==> config.mk <==
export PLATFORM = sky130hd
export DESIGN_NAME = alu_mult_sequencer
export DESIGN_NICKNAME = d
export VERILOG_FILES = /design/src/rtl/alu_mult_sequencer.sv
export SDC_FILE = /design/constraint.sdc
export NUM_CORES = 1
export LEC_CHECK = 0
export ABC_CLOCK_PERIOD_IN_PS = 1900
export CAP_MARGIN = 20
export CORE_MARGIN = 2
export CORE_UTILIZATION = 30
export DETAILED_ROUTE_END_ITERATION = 10
export RECOVER_POWER = 100
export SLEW_MARGIN = 30
export SYNTH_ARGS = -nofsm -noshare
export SYNTH_HDL_FRONTEND = slang
export SYNTH_SLANG_ARGS = --single-unit
==> constraint.sdc <==
create_clock -name clock -period 1.9 [get_ports clock]
set_input_delay 0.19 -clock clock [delete_from_list [all_inputs] [get_ports clock]]
set_output_delay 0.19 -clock clock [all_outputs]
set_load 0.03 [all_outputs]
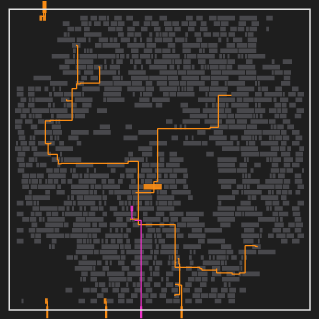
*Nets reached from selected ports, run 1*
(2 px per µm)
[magenta] busy | bits: 1 | direction: output | edge: bottom | end cells: 1 | wire: 52.0 µm
[orange] alu_shiftamt | bits: 5 | direction: output | edge: 3 bottom, 2 top | end cells: 5 | wire: 437 µm
IO Port Bufs: 199
io pins: 208

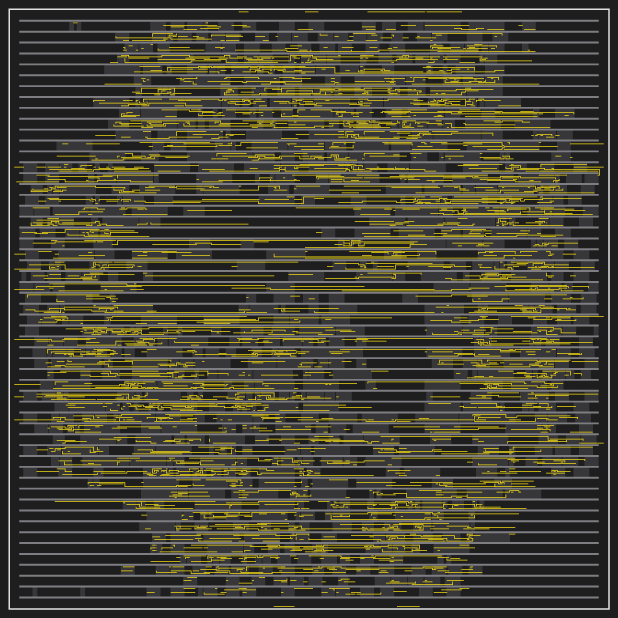
*Met1 routing, run 1*
(4 px per µm) Supply wires on this layer in grey. Cells faint in the background.
longest straight run: 58.0 µm
share of all routed wire: 45%
main direction: horizontal
Detailed Route WL: 25.0 mm
grt met1 use: 23.3%
Via Count: 5853

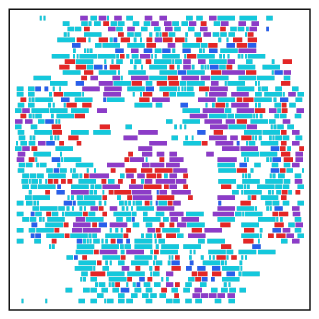
*Cells by drive strength, run 1*
(2 px per µm)
[blue] drive 2 | cells: 64 | share: 6.9% | most used: a22oi_2
[red] drive 3 to 4 | cells: 159 | share: 17% | most used: buf_4
[cyan] drive 1 or less | cells: 568 | share: 61% | most used: dfrtp_1
[purple] drive 6 and up | cells: 142 | share: 15% | most used: buf_6
setup ws final: -0.170 ns
Final Instance Area: 11400 µm²
count of plain and timing-repair buffers: 315

==> results.ini, run 1 <==
[setup_path]
critPathCaptureType = output pin
slowest_stage = dfrtp_1
slowest_delay_ns = 0.38
path_class = reg2out
cp.required_ns = 1.71
cp-start-kind = register

[placement]
gp_congestion = 0.793

[clock_tree]
cts_buffer_depth = 2
cts_setup_buffers = 9
cts_buffers = 17

[status]
status = complete, but fails checks
violations = setup timing

[sta]
setup_ws_ns = -0.170
relSlewSlack_pct = 29.2
grt_setup_unrepaired = yes
finalHoldViolCount = 0
finalCritPeriodShare_pct = 109
clock.fmax_mhz = 483
finalSetupViolCount = 99

[power]
total_power_mw = 19.8
clock_power_share_pct = 16.3
p_sw_share_pct = 39.9
combPwrFrac_pct = 60.1
pg_seq_mw = 4.68
p_clk_mw = 3.21

[grt]
top_usage_layer = met2
grtUsageTotal_pct = 17.9

[synth]
postSynthCellCount = 638
async_reset_ff_share_pct = 100

[finish]
fin_util_pct = 54.5
final_cell_mix = dfrtp_1, clkdlybuf4s50_1, buf_6
fin_cells = 1208
ff_count = 129

[flow_run]
warnings = 32

[die]
core_um2 = 20900
die_h_um = 150

[detailed_routing]
wire_per_inst_um = 20.7
drc = 0

### Placed standard cells, run 1

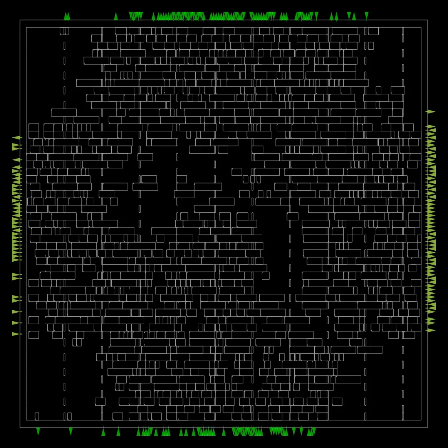

==> inputs of run 2 (changes only) <==
CORE_UTILIZATION = 42   (was 30)
CTS_CLUSTER_DIAMETER = 100   (was default)
PLACE_DENSITY = 0.77   (was default)
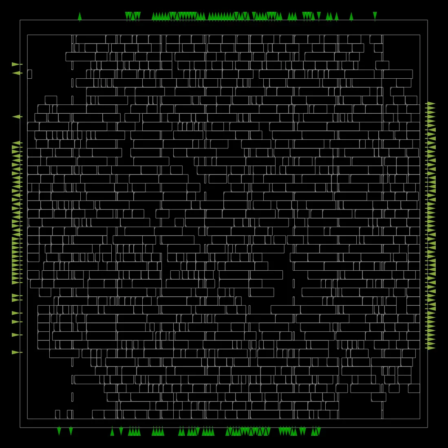
*Placed standard cells, run 2*
fin cells: 1108
Filler cells: 883
Seq area share: 28.9%
Final Util: 76.4%

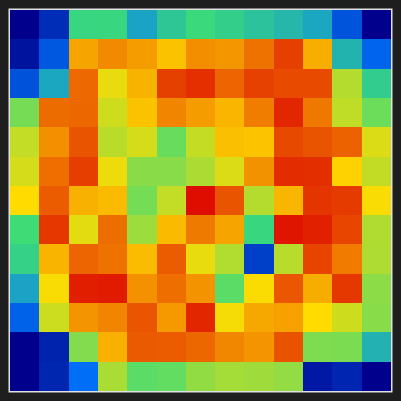
*Cell area per tile, run 2*
(3 px per µm) 13 x 13 tiles, from dark blue (low) to red (high), 0 to 100% covered.
tiles over 75% full: 51%
nearly empty tiles: 3.0%
mean over tiles: 68%
fullest tile: 99%
total core area: 14600 µm²
Init Core Util: 43.4%

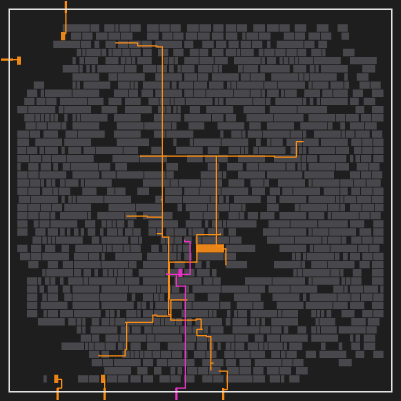
*Nets reached from selected ports, run 2*
(3 px per µm)
[orange] alu_shiftamt | bits: 5 | direction: output | edge: 3 bottom, 1 left, 1 top | end cells: 5 | wire: 379 µm
[magenta] busy | bits: 1 | direction: output | edge: bottom | end cells: 1 | wire: 65.8 µm

==> results.ini, run 2 <==
[status]
status = complete, but fails checks
violations = setup timing

[grt]
top_usage_layer = met2
grtUsageTotal_pct = 24.5  ; +6.6 points

[synth]
async_reset_ff_share_pct = 100  ; unchanged

[sta]
finalHoldViolCount = 0  ; unchanged
clock.fmax_mhz = 474  ; -1.9%
setup_ws_ns = -0.211  ; -0.0411 ns
finalSetupViolCount = 133  ; +34%
finalCritPeriodShare_pct = 111  ; +2.2 points

[placement]
io_buffers = 199  ; unchanged
gp_congestion = 0.820  ; +3.5%

[power]
clock_power_share_pct = 16.8  ; +0.5 points
pg_seq_mw = 4.74  ; +1%
p_clk_mw = 3.37  ; +5%
combPwrFrac_pct = 59.6  ; -0.5 points
total_power_mw = 20.1  ; +1.5%
p_sw_share_pct = 39.6  ; -0.29 points

[finish]
final_cell_mix = dfrtp_1, clkdlybuf4s50_1, buf_6
ff_count = 129  ; unchanged
stdcell_area_um2 = 11200  ; -1.7%
signal_buffers = 305  ; -3.2%

[setup_path]
path_class = reg2reg
cp-start-kind = register
slowest_stage = dfrtp_1
slowest_delay_ns = 0.39  ; about the same

[detailed_routing]
vias = 6205  ; +6.0%
wire_per_inst_um = 22.0  ; +6.4%
drc = 0  ; unchanged

[clock_tree]
cts_setup_buffers = 14  ; +5
cts_buffer_depth = 2  ; unchanged

[flow_run]
warnings = 34  ; +6.3%

[die]
io_pins = 208  ; unchanged

